### config.mk
export PLATFORM = sky130hd
export DESIGN_NAME = snake_game_controller_gen2
export DESIGN_NICKNAME = d
export VERILOG_FILES = /design/src/rtl/snake_game_controller_gen2.sv
export SDC_FILE = /design/constraint.sdc
export NUM_CORES = 1
export LEC_CHECK = 0
export ABC_AREA = 1
export CAP_MARGIN = 20
export CORE_UTILIZATION = 52
export DETAILED_ROUTE_END_ITERATION = 7
export PLACE_DENSITY = 0.83
export REMOVE_ABC_BUFFERS = 1
export SYNTH_ARGS = -nofsm -noshare
export SYNTH_HDL_FRONTEND = slang
export SYNTH_SLANG_ARGS = --single-unit
### constraint.sdc
create_clock -name clk -period 11.5 [get_ports clk]
set_clock_uncertainty 0.2 [all_clocks]
set_input_delay 2.3 -clock clk [delete_from_list [all_inputs] [get_ports clk]]
set_output_delay 2.3 -clock clk [all_outputs]
set_load 0.005 [all_outputs]
### src/rtl/snake_game_controller_gen2.sv
// Snake game controller: lives with respawn, level-based speed ramp and a
// buffered direction queue between the input handler and the game datapath.
module snake_game_controller_gen2 #(
  parameter int SCORE_W        = 16,
  parameter int SND_W          = 3,
  parameter int TICK_W         = 26,
  parameter int INITIAL_PERIOD = 50_000_000,
  parameter int PERIOD_STEP    = 5_000_000,
  parameter int MIN_PERIOD     = 10_000_000,
  parameter int FOOD_PER_LEVEL = 4,
  parameter int LIVES          = 3,
  parameter int DIRQ_DEPTH     = 2
) (
  input  logic               clk,
  input  logic               reset_global_n,
  input  logic               soft_reset_in,
  input  logic [1:0]         dir_in,
  input  logic               dir_valid_in,
  input  logic               start_pause_in,
  input  logic               food_eaten_in,
  input  logic               collision_in,
  output logic [2:0]         state_out,
  output logic [1:0]         dir_out,
  output logic               move_cmd_out,
  output logic               grow_cmd_out,
  output logic               gen_food_cmd_out,
  output logic               reset_dm_cmd_out,
  output logic [SCORE_W-1:0] score_out,
  output logic [7:0]         level_out,
  output logic [2:0]         lives_out,
  output logic [SND_W-1:0]   sound_code_out,
  output logic               sound_trigger_out
);

  localparam int QCW = $clog2(DIRQ_DEPTH + 1);
  localparam int FCW = $clog2(FOOD_PER_LEVEL + 1);
  localparam logic [TICK_W:0]    STEP_X = (TICK_W+1)'(PERIOD_STEP);
  localparam logic [TICK_W-1:0]  MIN_P  = TICK_W'(MIN_PERIOD);
  localparam logic [SND_W-1:0]   SND_EAT   = SND_W'(1);
  localparam logic [SND_W-1:0]   SND_OVER  = SND_W'(2);
  localparam logic [SND_W-1:0]   SND_START = SND_W'(3);
  localparam logic [SND_W-1:0]   SND_LEVEL = SND_W'(4);
  localparam logic [SND_W-1:0]   SND_LIFE  = SND_W'(5);

  typedef enum logic [2:0] {
    S_IDLE      = 3'd0,
    S_PLAYING   = 3'd1,
    S_PAUSED    = 3'd2,
    S_RESPAWN   = 3'd3,
    S_GAME_OVER = 3'd4
  } state_e;

  // Every register of the block lives in one struct so both resets share one value.
  typedef struct packed {
    state_e                       state;
    logic [1:0]                   dir;
    logic                         move;
    logic                         grow;
    logic                         gen_food;
    logic                         reset_dm;
    logic [SCORE_W-1:0]           score;
    logic [7:0]                   level;
    logic [2:0]                   lives;
    logic [SND_W-1:0]             snd_code;
    logic                         snd_trig;
    logic [TICK_W-1:0]            period;
    logic [TICK_W-1:0]            cnt;
    logic [DIRQ_DEPTH-1:0][1:0]   dq;
    logic [QCW-1:0]               dq_cnt;
    logic [FCW-1:0]               food_cnt;
    logic [2:0]                   prev;   // {collision, food, start}
    logic [2:0]                   ev;
  } ctrl_t;

  function automatic ctrl_t ctrl_reset();
    ctrl_t r;
    r        = '0;
    r.state  = S_IDLE;
    r.lives  = 3'(LIVES);
    r.period = TICK_W'(INITIAL_PERIOD);
    return r;
  endfunction

  ctrl_t ctrl_q, ctrl_d;

  logic                       tick, wrap, push_ok;
  logic [1:0]                 ref_dir;
  logic [QCW-1:0]             qcnt_n;
  logic [DIRQ_DEPTH-1:0][1:0] dq_n;
  logic [FCW-1:0]             food_n;
  logic [TICK_W:0]            per_dec;

  // NOTE: every pulse and scratch variable gets a default before the case so
  // no path leaves a signal unassigned, which would otherwise infer a latch.
  always_comb begin
    ctrl_d          = ctrl_q;
    ctrl_d.move     = 1'b0;
    ctrl_d.grow     = 1'b0;
    ctrl_d.gen_food = 1'b0;
    ctrl_d.reset_dm = 1'b0;
    ctrl_d.snd_trig = 1'b0;
    ctrl_d.prev     = {collision_in, food_eaten_in, start_pause_in};
    ctrl_d.ev       = {collision_in, food_eaten_in, start_pause_in} & ~ctrl_q.prev;
    tick    = 1'b0;
    wrap    = 1'b0;
    push_ok = 1'b0;
    ref_dir = ctrl_q.dir;
    qcnt_n  = ctrl_q.dq_cnt;
    dq_n    = ctrl_q.dq;
    food_n  = ctrl_q.food_cnt + FCW'(1);
    per_dec = {1'b0, ctrl_q.period} - STEP_X;

    case (ctrl_q.state)
      S_IDLE: begin
        ctrl_d.cnt = '0;
        if (ctrl_q.ev[0]) begin
          ctrl_d.state    = S_PLAYING;
          ctrl_d.reset_dm = 1'b1;
          ctrl_d.gen_food = 1'b1;
          ctrl_d.snd_code = SND_START;
          ctrl_d.snd_trig = 1'b1;
          ctrl_d.score    = '0;
          ctrl_d.level    = '0;
          ctrl_d.food_cnt = '0;
          ctrl_d.lives    = 3'(LIVES);
          ctrl_d.dir      = 2'b00;
          ctrl_d.period   = TICK_W'(INITIAL_PERIOD);
          ctrl_d.dq_cnt   = '0;
        end
      end

      S_PLAYING: begin
        // >= rather than == so a period shortened mid-count still wraps.
        wrap       = (ctrl_q.cnt >= ctrl_q.period - TICK_W'(1));
        tick       = wrap && !ctrl_q.ev[2];
        ctrl_d.cnt = wrap ? '0 : ctrl_q.cnt + TICK_W'(1);

        if (tick) begin
          ctrl_d.move = 1'b1;
          if (ctrl_q.dq_cnt != '0) begin
            ctrl_d.dir = ctrl_q.dq[0];
            for (int i = 0; i < DIRQ_DEPTH - 1; i++) dq_n[i] = ctrl_q.dq[i+1];
            qcnt_n = ctrl_q.dq_cnt - QCW'(1);
          end
        end

        for (int i = 0; i < DIRQ_DEPTH; i++)
          if (ctrl_q.dq_cnt == QCW'(i + 1)) ref_dir = ctrl_q.dq[i];
        push_ok = dir_valid_in && (ctrl_q.dq_cnt != QCW'(DIRQ_DEPTH)) &&
                  (dir_in != ref_dir) && (dir_in != {ref_dir[1], ~ref_dir[0]});
        if (push_ok) begin
          for (int i = 0; i < DIRQ_DEPTH; i++)
            if (qcnt_n == QCW'(i)) dq_n[i] = dir_in;
          qcnt_n = qcnt_n + QCW'(1);
        end
        ctrl_d.dq     = dq_n;
        ctrl_d.dq_cnt = qcnt_n;

        if (ctrl_q.ev[2]) begin
          ctrl_d.cnt      = '0;
          ctrl_d.dq_cnt   = '0;
          ctrl_d.snd_trig = 1'b1;
          if (ctrl_q.lives > 3'd1) begin
            ctrl_d.lives    = ctrl_q.lives - 3'd1;
            ctrl_d.state    = S_RESPAWN;
            ctrl_d.snd_code = SND_LIFE;
            ctrl_d.reset_dm = 1'b1;
            ctrl_d.gen_food = 1'b1;
            ctrl_d.dir      = 2'b00;
          end else begin
            ctrl_d.lives    = 3'd0;
            ctrl_d.state    = S_GAME_OVER;
            ctrl_d.snd_code = SND_OVER;
          end
        end else if (ctrl_q.ev[0]) begin
          ctrl_d.state = S_PAUSED;
        end else if (ctrl_q.ev[1]) begin
          ctrl_d.grow     = 1'b1;
          ctrl_d.gen_food = 1'b1;
          ctrl_d.snd_trig = 1'b1;
          if (ctrl_q.score != '1) ctrl_d.score = ctrl_q.score + SCORE_W'(1);
          if (food_n == FCW'(FOOD_PER_LEVEL)) begin
            ctrl_d.food_cnt = '0;
            if (ctrl_q.level != 8'hFF) ctrl_d.level = ctrl_q.level + 8'd1;
            ctrl_d.period   = (per_dec[TICK_W] || per_dec < {1'b0, MIN_P}) ?
                              MIN_P : per_dec[TICK_W-1:0];
            ctrl_d.snd_code = SND_LEVEL;
          end else begin
            ctrl_d.food_cnt = food_n;
            ctrl_d.snd_code = SND_EAT;
          end
        end
      end

      S_PAUSED: begin
        if (ctrl_q.ev[0]) ctrl_d.state = S_PLAYING;
      end

      S_RESPAWN: begin
        ctrl_d.cnt = '0;
        if (ctrl_q.ev[0]) ctrl_d.state = S_PLAYING;
      end

      S_GAME_OVER: begin
        ctrl_d.cnt = '0;
        if (ctrl_q.ev[0]) begin
          ctrl_d.state  = S_IDLE;
          ctrl_d.dq_cnt = '0;
        end
      end

      default: begin
        ctrl_d.state  = S_IDLE;
        ctrl_d.cnt    = '0;
        ctrl_d.dq_cnt = '0;
      end
    endcase

    if (soft_reset_in) ctrl_d = ctrl_reset();
  end

  // NOTE: state updates use non-blocking assignment so every flop samples the
  // pre-edge values; the asynchronous reset branch takes effect without a clock.
  always_ff @(posedge clk or negedge reset_global_n) begin
    if (!reset_global_n) ctrl_q <= ctrl_reset();
    else                 ctrl_q <= ctrl_d;
  end

  assign state_out         = ctrl_q.state;
  assign dir_out           = ctrl_q.dir;
  assign move_cmd_out      = ctrl_q.move;
  assign grow_cmd_out      = ctrl_q.grow;
  assign gen_food_cmd_out  = ctrl_q.gen_food;
  assign reset_dm_cmd_out  = ctrl_q.reset_dm;
  assign score_out         = ctrl_q.score;
  assign level_out         = ctrl_q.level;
  assign lives_out         = ctrl_q.lives;
  assign sound_code_out    = ctrl_q.snd_code;
  assign sound_trigger_out = ctrl_q.snd_trig;

endmodule

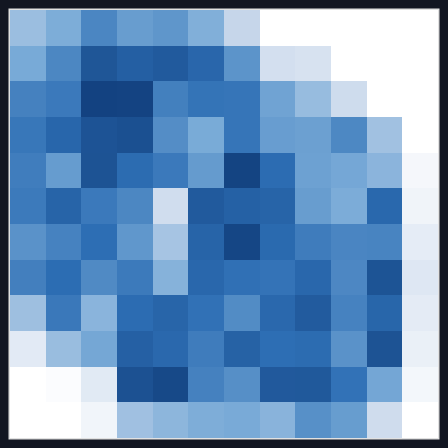
util_map.png
The die is cut into 12 by 12 equal tiles; white is low, dark blue is high, 0 to 100% covered.
The emptiest ninth of the die: top right. 11% of the tiles are nearly empty. 28% of the tiles are over 75% full.
floorplan core density: 53.64%
fin util: 58.87%

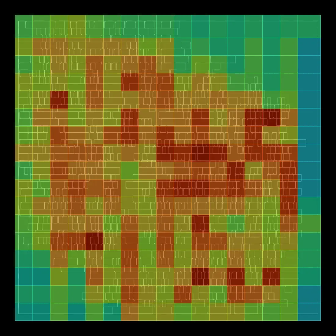
congestion_map.png
met2 GRT Util: 43.31%
met1 Usage GRT: 34.57%
layer with the highest usage: met2
gr usage total: 26.29%

==> impl_metrics.env <==
# source this file to load flow results
export IMPL_dpl_cell_area_um2=7542
export IMPL_yosys_area_top_type="dfrtp_1"
export IMPL_common_cells="nand2_1, inv_1, nor2_1"
export IMPL_wl_per_cell_um=14.78
export IMPL_p_switching_mw=0.6346
export IMPL_logic_area_um2=3726
export IMPL_worst_hold_path_type="flip-flop to flip-flop"
export IMPL_setup_ws_ns=6.400
export IMPL_numCtsBuffers=9
export IMPL_cp_depth=8
export IMPL_regArea_um2=2545
export IMPL_ys_top_logic_family="simple AND/OR/NAND/NOR gates"
export IMPL_overflow=0
export IMPL_crit_slowest_cell="nand3_1"
export IMPL_area_growth_pct=9.752
export IMPL_core_area_um2=13350
export IMPL_hp_start="ctrl_q[5]$_DFF_PN0_"
export IMPL_yosys_area_um2=7159
export IMPL_nNonClkInverters=148
export IMPL_clock_power_share_pct=23.1
export IMPL_first_iter_violations=430
export IMPL_warning_count=29
export IMPL_yosysCellCount=1007
export IMPL_portBuffers=48
export IMPL_preCtsSetupSlack_ns=6.036
export IMPL_stdcell_area_um2=7858
export IMPL_sh_comb_area_pct=47.42
export IMPL_fin_nets=1056
export IMPL_p_leak_nw=3.527
export IMPL_critPathArrivalTime_ns=5.15
export IMPL_buffers=50
export IMPL_die_x_um=119.3
export IMPL_ys_sh_simple_pct=30.04
export IMPL_async_flop_share_pct=100.0
export IMPL_end_kind="flip-flop"
export IMPL_h_tree_depth=3
export IMPL_finalCritPeriodShare_pct=44.35
export IMPL_tns_ns=0
export IMPL_cts_sinks=101
export IMPL_drt_pass1_iterations=5
export IMPL_p_sw_share_pct=44.79
export IMPL_pg_comb_mw=0.610
export IMPL_buffer_area_share_pct=6.274
export IMPL_crit_end="ctrl_q[22]$_DFFE_PN0P_"
export IMPL_fmax_mhz=196.1
export IMPL_edf_count=0
export IMPL_seq_area_frac_synth_pct=35.55
export IMPL_ys_ff=101
export IMPL_min_delay_worst_endpoint="ctrl_q[2]$_DFF_PN0_"
export IMPL_path_clk_slew_ns=0.08
export IMPL_clk_path_buf_depth=2
export IMPL_drc=0
export IMPL_syn_inst=1007
export IMPL_cap_violations=0
export IMPL_hold_violations=0
export IMPL_place_congestion=0.9339
export IMPL_status="finished, final reports clean"
export IMPL_postCtsSetupRepairBufs=0
export IMPL_seq_share_pct=32.39
export IMPL_yosys_warnings=0
export IMPL_finalPower_mw=1.417
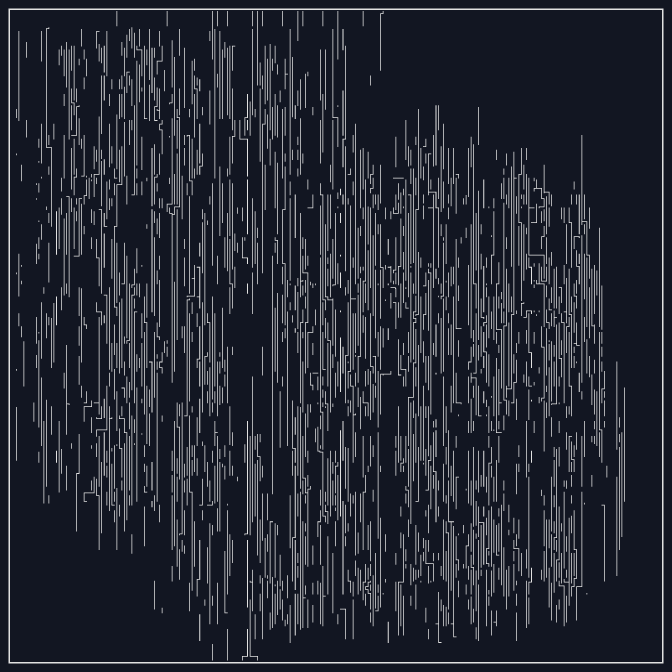
m2.png
The layer carries 8510 µm of wire. 874 nets have wire on it.
DR vias: 6670
total wire length: 17710 µm

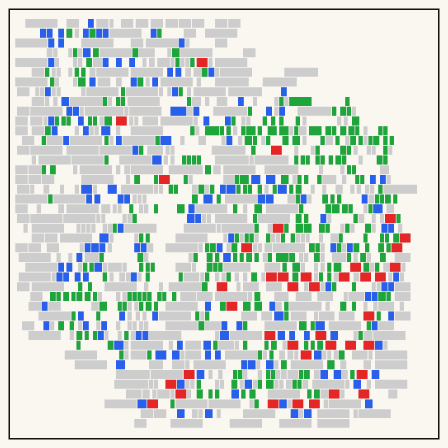
gates.png
aoi and oai cells: in blue, cells 149, most used o21ai_0, where all over the die. nand cells: in green, cells 316, most used nand2_1. xor and xnor cells: in red, cells 39, most used xor2_1.
Post-Layout Cell Count: 1198
Top cell excl fill/tap: nand2_1

